==> config.mk <==
export PLATFORM = sky130hd
export DESIGN_NAME = wb_commit_flat
export DESIGN_NICKNAME = d
export VERILOG_FILES = /design/src/rtl/wb_commit_if.sv /design/src/rtl/wb_commit.sv /design/src/flat_wrapper.sv
export SDC_FILE = /design/constraint.sdc
export NUM_CORES = 1
export LEC_CHECK = 0
export CORE_ASPECT_RATIO = 0.6
export CORE_MARGIN = 2
export CORE_UTILIZATION = 40
export DETAILED_ROUTE_END_ITERATION = 8
export PLACE_DENSITY = 0.76
export SLEW_MARGIN = 30
export SYNTH_ARGS = -nofsm -noshare
export SYNTH_HDL_FRONTEND = slang
export SYNTH_SLANG_ARGS = --single-unit
==> constraint.sdc <==
create_clock -name clk -period 5.5 [get_ports clk]
set_input_delay 1.65 -clock clk [delete_from_list [all_inputs] [get_ports clk]]
set_output_delay 1.65 -clock clk [all_outputs]
set_load 0.05 [all_outputs]
==> src/rtl/wb_commit_if.sv <==
// Upstream handshake bundle feeding the writeback commit buffer.
interface wb_commit_if #(
    parameter int XLEN = 32
);
    logic            in_valid;
    logic            in_ready;
    logic [XLEN-1:0] in_pc_next;
    logic [4:0]      in_rd;
    logic [XLEN-1:0] in_rd_data;
    logic            in_rd_we;

    modport master (
        output in_valid, in_pc_next, in_rd, in_rd_data, in_rd_we,
        input  in_ready
    );

    modport slave (
        input  in_valid, in_pc_next, in_rd, in_rd_data, in_rd_we,
        output in_ready
    );
endinterface

==> src/rtl/wb_commit.sv <==
// Writeback commit stage: small in-order buffer that retires one entry per cycle,
// updates the architectural PC, drives the register-file write port and traps on misaligned targets.
module wb_commit #(
    parameter int              XLEN     = 32,
    parameter logic [XLEN-1:0] RESET_PC = XLEN'(32'h0000_8000),
    parameter logic [XLEN-1:0] TRAP_PC  = XLEN'(32'h0000_0100),
    parameter int              DEPTH    = 2,
    parameter int              CNT_W    = 64
) (
    input  logic             clk,
    input  logic             rst,
    wb_commit_if.slave       up,
    input  logic             stall,
    input  logic             flush,
    output logic [XLEN-1:0]  pc,
    output logic             rf_we,
    output logic [4:0]       rf_waddr,
    output logic [XLEN-1:0]  rf_wdata,
    output logic             trap,
    output logic [XLEN-1:0]  trap_pc,
    output logic [CNT_W-1:0] instret
);
    localparam int PTR_W = $clog2(DEPTH);
    localparam int CNT_BITS = PTR_W + 1;

    typedef struct packed {
        logic [XLEN-1:0] pc_next;
        logic [4:0]      rd;
        logic [XLEN-1:0] rd_data;
        logic            rd_we;
    } entry_t;

    entry_t               mem [DEPTH];
    logic [PTR_W-1:0]     wr_ptr, rd_ptr;
    logic [CNT_BITS-1:0]  count;
    logic                 live;
    entry_t               head;
    logic                 push, pop, misaligned;

    // in_ready depends only on registered state, never on stall/flush/in_valid.
    assign up.in_ready = live && (count < CNT_BITS'(DEPTH));

    assign push       = up.in_valid && up.in_ready && !flush;
    assign pop        = (count != '0) && !stall && !flush;
    assign head       = mem[rd_ptr];
    assign misaligned = head.pc_next[1:0] != 2'b00;

    // NOTE: the entry storage is deliberately left without reset; count and pointers
    // alone decide which slots are meaningful, so stale contents are never observed.
    always_ff @(posedge clk) begin
        if (push) begin
            mem[wr_ptr] <= '{up.in_pc_next, up.in_rd, up.in_rd_data, up.in_rd_we};
        end
    end

    always_ff @(posedge clk or negedge rst) begin
        if (!rst) begin
            live     <= 1'b0;
            count    <= '0;
            wr_ptr   <= '0;
            rd_ptr   <= '0;
            pc       <= RESET_PC;
            rf_we    <= 1'b0;
            rf_waddr <= '0;
            rf_wdata <= '0;
            trap     <= 1'b0;
            trap_pc  <= '0;
            instret  <= '0;
        end else begin
            live  <= 1'b1;
            rf_we <= 1'b0;
            trap  <= 1'b0;
            if (flush) begin
                count  <= '0;
                wr_ptr <= '0;
                rd_ptr <= '0;
            end else if (pop && misaligned) begin
                // A trapping head squashes everything behind it, including a same-edge push.
                pc      <= TRAP_PC;
                trap_pc <= head.pc_next;
                trap    <= 1'b1;
                count   <= '0;
                wr_ptr  <= '0;
                rd_ptr  <= '0;
            end else begin
                if (push) begin
                    wr_ptr <= wr_ptr + PTR_W'(1);
                end
                if (pop) begin
                    rd_ptr   <= rd_ptr + PTR_W'(1);
                    pc       <= head.pc_next;
                    instret  <= instret + CNT_W'(1);
                    rf_we    <= head.rd_we && (head.rd != 5'd0);
                    rf_waddr <= head.rd;
                    rf_wdata <= head.rd_data;
                end
                count <= count + CNT_BITS'(push) - CNT_BITS'(pop);
            end
        end
    end
endmodule

==> src/flat_wrapper.sv <==
// flat-port wrapper written by rule: the top's interface ports become plain ports
module wb_commit_flat 
#(
    parameter int              XLEN     = 32,
    parameter logic [XLEN-1:0] RESET_PC = XLEN'(32'h0000_8000),
    parameter logic [XLEN-1:0] TRAP_PC  = XLEN'(32'h0000_0100),
    parameter int              DEPTH    = 2,
    parameter int              CNT_W    = 64
)
  (clk, rst, stall, flush, pc, rf_we, rf_waddr, rf_wdata, trap, trap_pc, instret, up_in_valid, up_in_pc_next, up_in_rd, up_in_rd_data, up_in_rd_we, up_in_ready);
  wb_commit_if #(.XLEN(XLEN)) up_i ();
  input  logic clk;
  input  logic rst;
  input  logic stall;
  input  logic flush;
  output logic [XLEN-1:0] pc;
  output logic rf_we;
  output logic [4:0] rf_waddr;
  output logic [XLEN-1:0] rf_wdata;
  output logic trap;
  output logic [XLEN-1:0] trap_pc;
  output logic [CNT_W-1:0] instret;
  input wire logic [$bits(up_i.in_valid)-1:0] up_in_valid;
  input wire logic [$bits(up_i.in_pc_next)-1:0] up_in_pc_next;
  input wire logic [$bits(up_i.in_rd)-1:0] up_in_rd;
  input wire logic [$bits(up_i.in_rd_data)-1:0] up_in_rd_data;
  input wire logic [$bits(up_i.in_rd_we)-1:0] up_in_rd_we;
  output wire logic [$bits(up_i.in_ready)-1:0] up_in_ready;
  assign up_i.in_valid = up_in_valid;
  assign up_i.in_pc_next = up_in_pc_next;
  assign up_i.in_rd = up_in_rd;
  assign up_i.in_rd_data = up_in_rd_data;
  assign up_i.in_rd_we = up_in_rd_we;
  assign up_in_ready = up_i.in_ready;
  wb_commit #(.XLEN(XLEN), .RESET_PC(RESET_PC), .TRAP_PC(TRAP_PC), .DEPTH(DEPTH), .CNT_W(CNT_W)) u_core (.clk(clk), .rst(rst), .up(up_i), .stall(stall), .flush(flush), .pc(pc), .rf_we(rf_we), .rf_waddr(rf_waddr), .rf_wdata(rf_wdata), .trap(trap), .trap_pc(trap_pc), .instret(instret));
endmodule
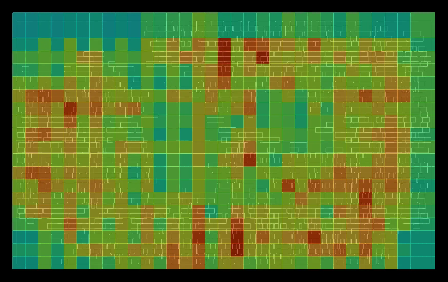
run_1/final_congestion.png
GRT busiest layer: met2
met1 global-route usage: 0.266
GRT Total Usage: 0.183
DR WL/cell: 18.9 um

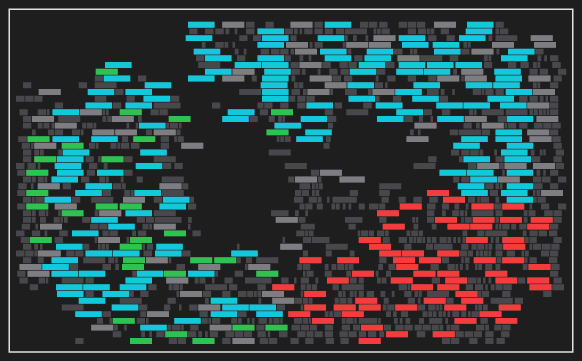
run_1/registers.png
Other sequential cells in the stronger grey, the rest of the logic in the fainter grey.
Key: green = `u_core.trap_pc` [sequential cells 32]; cyan = `u_core.mem` [sequential cells 140, where widely spread]; red = `u_core.instret` [sequential cells 64, where bottom right]
FF/Latch Area: 8510 um^2
sequential share of cell area: 0.537
Finished Core Util: 0.546
Seq. pwr: 2880 uW

==> impl_metrics.ini, run 1 <==
; implementation run metrics
[clock_network]
clkTransAtPathRegs_ns = 0.06
cts_sinks = 312
htreeDepth = 1
cts_buffers = 30

[synth]
ys_warn_count = 0
synth.net_count = 948
yosys_most_used_dff = dfrtp_1
yosys-stat-area_um2 = 11900

[cells_and_area]
n_antenna_cell = 0
logic_area_um2 = 3250

[min_path]
hold_path_class = reg -> reg

[die]
die_area_um2 = 31300
placementRows = 48

[route]
wl_met1_mm = 13.5
drc = 0

[power_and_ir_drop]
p_leak_uw = 0.00613
p_per_area_nw_per_um2 = 427

[critical_path]
crit_buf_inv = 2
critPathTopFamily = buffers and inverters
crit_fanout = 63
critPathArrivalTime_ns = 4.26
path_cells = clkdlybuf4s50_1, o21bai_1, or2_2, buf_4, xnor2_1, ha_1, nand2_1, o21ai_0, a221o_1, a21oi_1

[run_status]
status = completed

[sta]
finalSetupTns_ns = 0
finalCriticalPeriod_ns = 3.78
final_hold_viol_count = 0

[flow_run]
drv_cap = 0

[grt]
globalRouteMet3Util = 0.0584
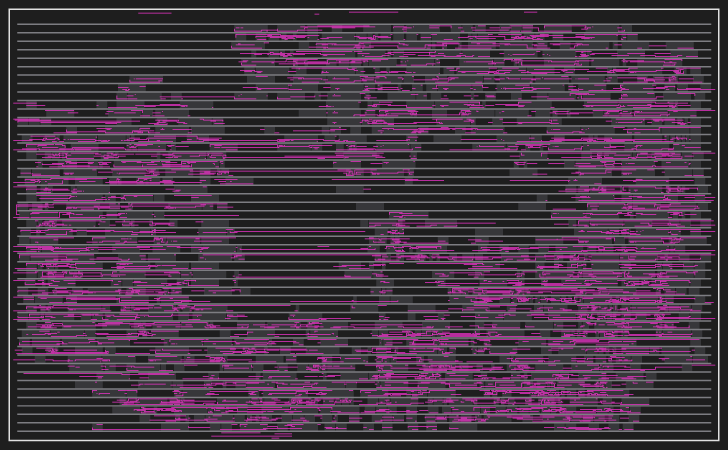
run_1/met1.png
Supply wires on this layer in grey.
The longest straight run is 58.9 um. The layer holds 46% of the routed length. The layer carries 13500 um of wire. 1069 nets have wire on it. The wires run mostly horizontal.
WL final: 29.1 mm
Via Count: 7762

-- run 1: cell families after synthesis --
logic type / after synthesis / share of synthesized area
AND-OR/OR-AND: 113 / 0.0573
XOR/XNOR: 65 / 0.0477
adder cells (fa/ha/maj): 2 / 0.00210
buffers and inverters: 54 / 0.0177
flip-flops: 312 / 0.713
multiplexers: 70 / 0.0588
other: 1 / 0.000314
AND/OR/NAND/NOR: 254 / 0.104
-- run 1: metrics by stage --
stage          instances  cell area [um^2]  utilization  hold WS [ns]
2_1_floorplan        871             11900            -         0.473
3_5_place_dp        1482             14800        0.510         0.461
5_1_grt             1538             15900        0.546         0.502
4_1_cts             1538             15900        0.546         0.473
6_report            1538             15900        0.546         0.475
3_3_place_gp        1482             14800        0.510         0.460
-- run 1: worst reg2reg max path: stages (launching register included) --
cell and delay, ns:
dfrtp_4 0.91, or3b_1 0.59, a2111oi_4 0.69, nand4_4 0.46, nor4_1 0.49, xor2_1 0.17
-- run 1: cell usage in the layout, fill, tap and decap left out, types with 4 or more instances in the layout --
cell type        netlist  final
o31ai_1               29     29
and2_1                 6      5
clkbuf_16              0     32
clkbuf_8               0      4
inv_1                 13     13
buf_4                  0      8
and3_1                 8      8
xor2_1                44     44
a21oi_1               72     72
edfxtp_1             140    140
nor2_1                89     88
o21ai_0                5      5
nor3_1                16     15
nand4_1               10     10
nand3_1               26     26
clkinv_2               0      9
dfrtp_1              171    170
nor4_1                19     19
clkdlybuf4s50_1        0    241
mux2i_1               69     69
nand2_1               59     59
nor3_2                 4      4
xnor2_1               21     21
clkinvlp_4             0      4
-- run 1: where the power goes --
| part | switching [uW] | leakage (uW) | internal, uW |
|---|---|---|---|
| Combinational | 1210 | 0.00213 | 574 |
| Clock | 880 | 0.000504 | 1240 |
| Sequential | 167 | 0.00350 | 2710 |
| Total | 2260 | 0.00613 | 4520 |
-- run 1: sequential cells by signal (all words and copies together) (netlist names) --
signal / flops
u_core.rf_wdata: 32
u_core.rd_ptr: 1
u_core.mem: 140
u_core.rf_we: 1
u_core.count: 2
u_core.trap: 1
u_core.instret: 64
u_core.rf_waddr: 5
u_core.wr_ptr: 1
u_core.trap_pc: 32
u_core.pc: 32
u_core.live: 1
-- run 1: path summary, 6_finish.rpt --
check / end / cells past startpoint / from / slack [ns]
setup / recovery: u_core.count[1]$_DFF_PN0_ / 10 / stall / 1.72
setup reg to reg: u_core.instret[62]$_DFFE_PN0P_ / 5 / u_core.rd_ptr$_DFFE_PN0P_ / 2.11
min in group asynchronous: u_core.instret[15]$_DFFE_PN0P_ / 1 / rst / 1.18
hold / removal: u_core.instret[63]$_DFFE_PN0P_ / 1 / u_core.instret[63]$_DFFE_PN0P_ / 0.48
max in group asynchronous: u_core.pc[15]$_DFFE_PN1P_ / 2 / rst / 3.33
hold reg to reg: u_core.instret[63]$_DFFE_PN0P_ / 1 / u_core.instret[63]$_DFFE_PN0P_ / 0.48
-- run 1: final cells by class --
cell class	instances	area share
timing repair buffer	252	0.159
multi-input combinational	505	0.205
tap	400	0.0315
inverter	13	0.00308
clock inverter	19	0.0113
sequential	312	0.537
clock buffer	37	0.0535
run_1/met2.png
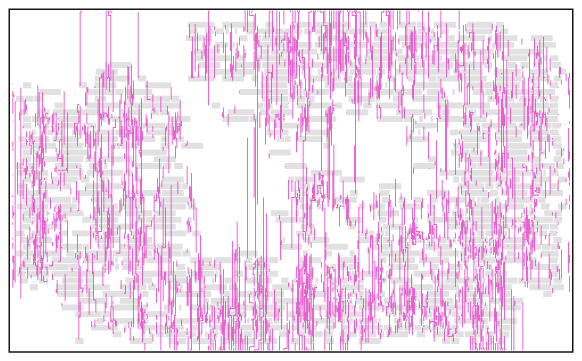

==> inputs of run 2 (changes only) <==
--- a/config.mk
+++ b/config.mk
@@ -9,7 +9,7 @@
 export CORE_MARGIN = 2
 export CORE_UTILIZATION = 40
 export DETAILED_ROUTE_END_ITERATION = 8
-export PLACE_DENSITY = 0.76
+export PLACE_DENSITY = 0.74
 export SLEW_MARGIN = 30
 export SYNTH_ARGS = -nofsm -noshare
 export SYNTH_HDL_FRONTEND = slang
==> constraint.sdc (replaced) <==
create_clock -name clk -period 3.6 [get_ports clk]
set_input_delay 1.08 -clock clk [delete_from_list [all_inputs] [get_ports clk]]
set_output_delay 1.08 -clock clk [all_outputs]
set_load 0.05 [all_outputs]
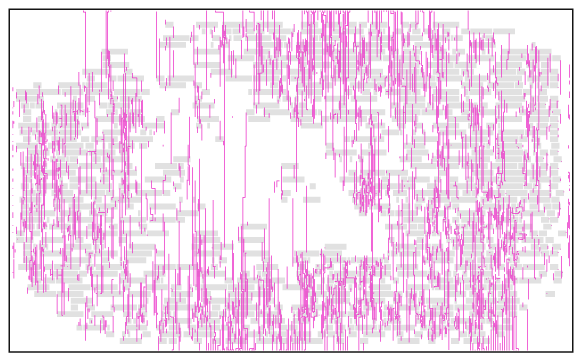
run_2/met2.png
1044 nets have wire on it. The layer carries 12800 um of wire. The wires run mostly vertical.
Via Count: 7797
met2 Use GR: 0.282

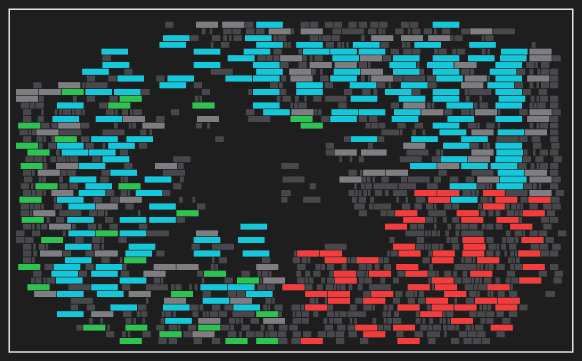
run_2/registers.png
Other sequential cells in the stronger grey, the rest of the logic in the fainter grey.
Key: cyan = `u_core.mem` [sequential cells 140, where widely spread]; red = `u_core.instret` [sequential cells 64, where bottom right]; green = `u_core.trap_pc` [sequential cells 32]
Another 76 sequential cells are not coloured.
Finished Core Util: 0.542
sequential share of cell area: 0.540
Seq. pwr: 4380 uW

==> run 2 against run 1 <==
Global-route usage fell by 0.13 points. Synthesized area unchanged. Register-to-register slack got worse by 1.2 ns. Routed wire length down 2.3%. Cell area is 0.64% lower. Critical path depth shrank 8. Clock skew down 0.0016 ns.
==> impl_metrics.ini, run 2 <==
; implementation run metrics
[sta]
finalCriticalPeriod_ns = 3.11
rsz0062_at_grt = false
finalSetupTns_ns = 0
final_hold_viol_count = 0
hold_ws_ns = 0.472

[route]
totalWireLength_mm = 28.4
ant_nets = 0
avgRoutedWirePerCell_um = 18.4
drc = 0

[placement]
port_buffers = 242
dp_cells = 1487
placed_area_um2 = 14900

[die]
placementRows = 48
die_area_um2 = 31300

[grt]
grt_max_degree = 79
track_usage = 0.182

[synth]
synth_flops = 312
netlist.area_leader.share = 0.358
ys_warn_count = 0
yosys-stat-area_um2 = 11900
yosys_most_used_dff = dfrtp_1
yosys-top-cells-area = dfrtp_1, edfxtp_1, mux2i_1
synth.net_count = 948

[min_path]
hold_path_class = reg -> reg

[power_and_ir_drop]
clkPwrFrac = 0.280
p_leak_uw = 0.00608
internal-power_uw = 6500
p_per_area_nw_per_um2 = 626
p_switching_uw = 3360
seqPwrFrac = 0.444
switching_share = 0.341

[cells_and_area]
postLayoutCellArea_um2 = 15800
top_regs = u_core.mem x140, u_core.instret x64
post_layout_nonfiller_instances = 1542
layout_top_cell = clkdlybuf4s50_1
largest_register_ffs = 140
lay_top_cells = clkdlybuf4s50_1, dfrtp_1, edfxtp_1, nor2_1, a21oi_1

[critical_path]
crit_path_end_kind = output port
crit_fanout = 5
critPathArrivalTime_ns = 2.03
path_cells = nor2b_1, clkdlybuf4s50_1
critPathTopFamily = buffers and inverters
crit_buf_inv = 1

[clock_network]
clkTransAtPathRegs_ns = 0.06
cts_sinks = 312
cts_buffers = 29
htreeDepth = 1

[run_status]
status = completed
-- run 2: cell counts after synthesis --
Identical to the previous run, type by type.
-- run 2: layout make-up --
class	instances	area, um^2	area share
antenna	1	2.50	0.000159
clock inverter	17	83.8	0.00532
sequential	312	8510	0.540
clock buffer	37	756	0.0479
inverter	13	48.8	0.00309
timing repair buffer	257	2610	0.166
multi-input combinational	505	3250	0.206
tap	400	500	0.0317
-- run 2: final timing paths --
kind / start / end / slack [ns] / cells past startpoint
max: u_core.count[1]$_DFF_PN0_ / up_in_ready / 0.49 / 2
min: u_core.pc[15]$_DFFE_PN1P_ / u_core.pc[15]$_DFFE_PN1P_ / 0.47 / 2
max reg2reg: u_core.rd_ptr$_DFFE_PN0P_ / u_core.instret[36]$_DFFE_PN0P_ / 0.94 / 5
min reg2reg: u_core.pc[15]$_DFFE_PN1P_ / u_core.pc[15]$_DFFE_PN1P_ / 0.47 / 2
max in group asynchronous: rst / u_core.rd_ptr$_DFFE_PN0P_ / 2.23 / 2
min in group asynchronous: rst / u_core.instret[27]$_DFFE_PN0P_ / 0.52 / 1
-- run 2: kinds of logic (layout without fill, tap and decap cells) --
kind of cell	Yosys count	in the layout	share of synthesized area
adder cells (fa/ha/maj)	2	2	0.00210
flip-flops	312	312	0.713
buffers and inverters	54	324	0.0177
AND/OR/NAND/NOR	254	254	0.104
XOR/XNOR	65	65	0.0477
other	1	2	0.000314
multiplexers	70	70	0.0588
AND-OR/OR-AND	113	113	0.0573
-- run 2: power groups by stage --
stage | combinational (uW) | sequential, uW | clock, uW
detailed placement | 2740 | 4440 | 0
global placement | 2710 | 4430 | 0
finish | 2730 | 4380 | 2760
CTS | 2750 | 4380 | 2840
global route | 2870 | 4430 | 2990
floorplan | 382 | 5710 | 0
-- run 2: worst register-to-register path, delay by kind of cell (launching register included) --
kind / cells / cell delay [ns]
flip-flops: 1 / 0.48
XOR/XNOR: 1 / 0.20
AND-OR/OR-AND: 1 / 0.51
AND/OR/NAND/NOR: 3 / 1.38
-- run 2: metrics by stage --
step | power [uW] | setup WS [ns]
3_3_place_gp | 7140 | 0.293
4_1_cts | 9980 | 0.431
6_report | 9860 | 0.489
5_1_grt | 10300 | 0.408
2_1_floorplan | 6100 | 0.0322
3_5_place_dp | 7190 | 0.193
-- run 2: layer usage --
metal | GRT usage | up-vias | part of all wire
met4 | 0.0367 | 0 | 0.016
met3 | 0.0529 | 40 | 0.071
met2 | 0.282 | 250 | 0.45
met5 | 0 | - | 0
li1 | - | 3618 | -
met1 | 0.257 | 3889 | 0.46
Power figures rest on the tool's default switching activity, not on a simulated workload.
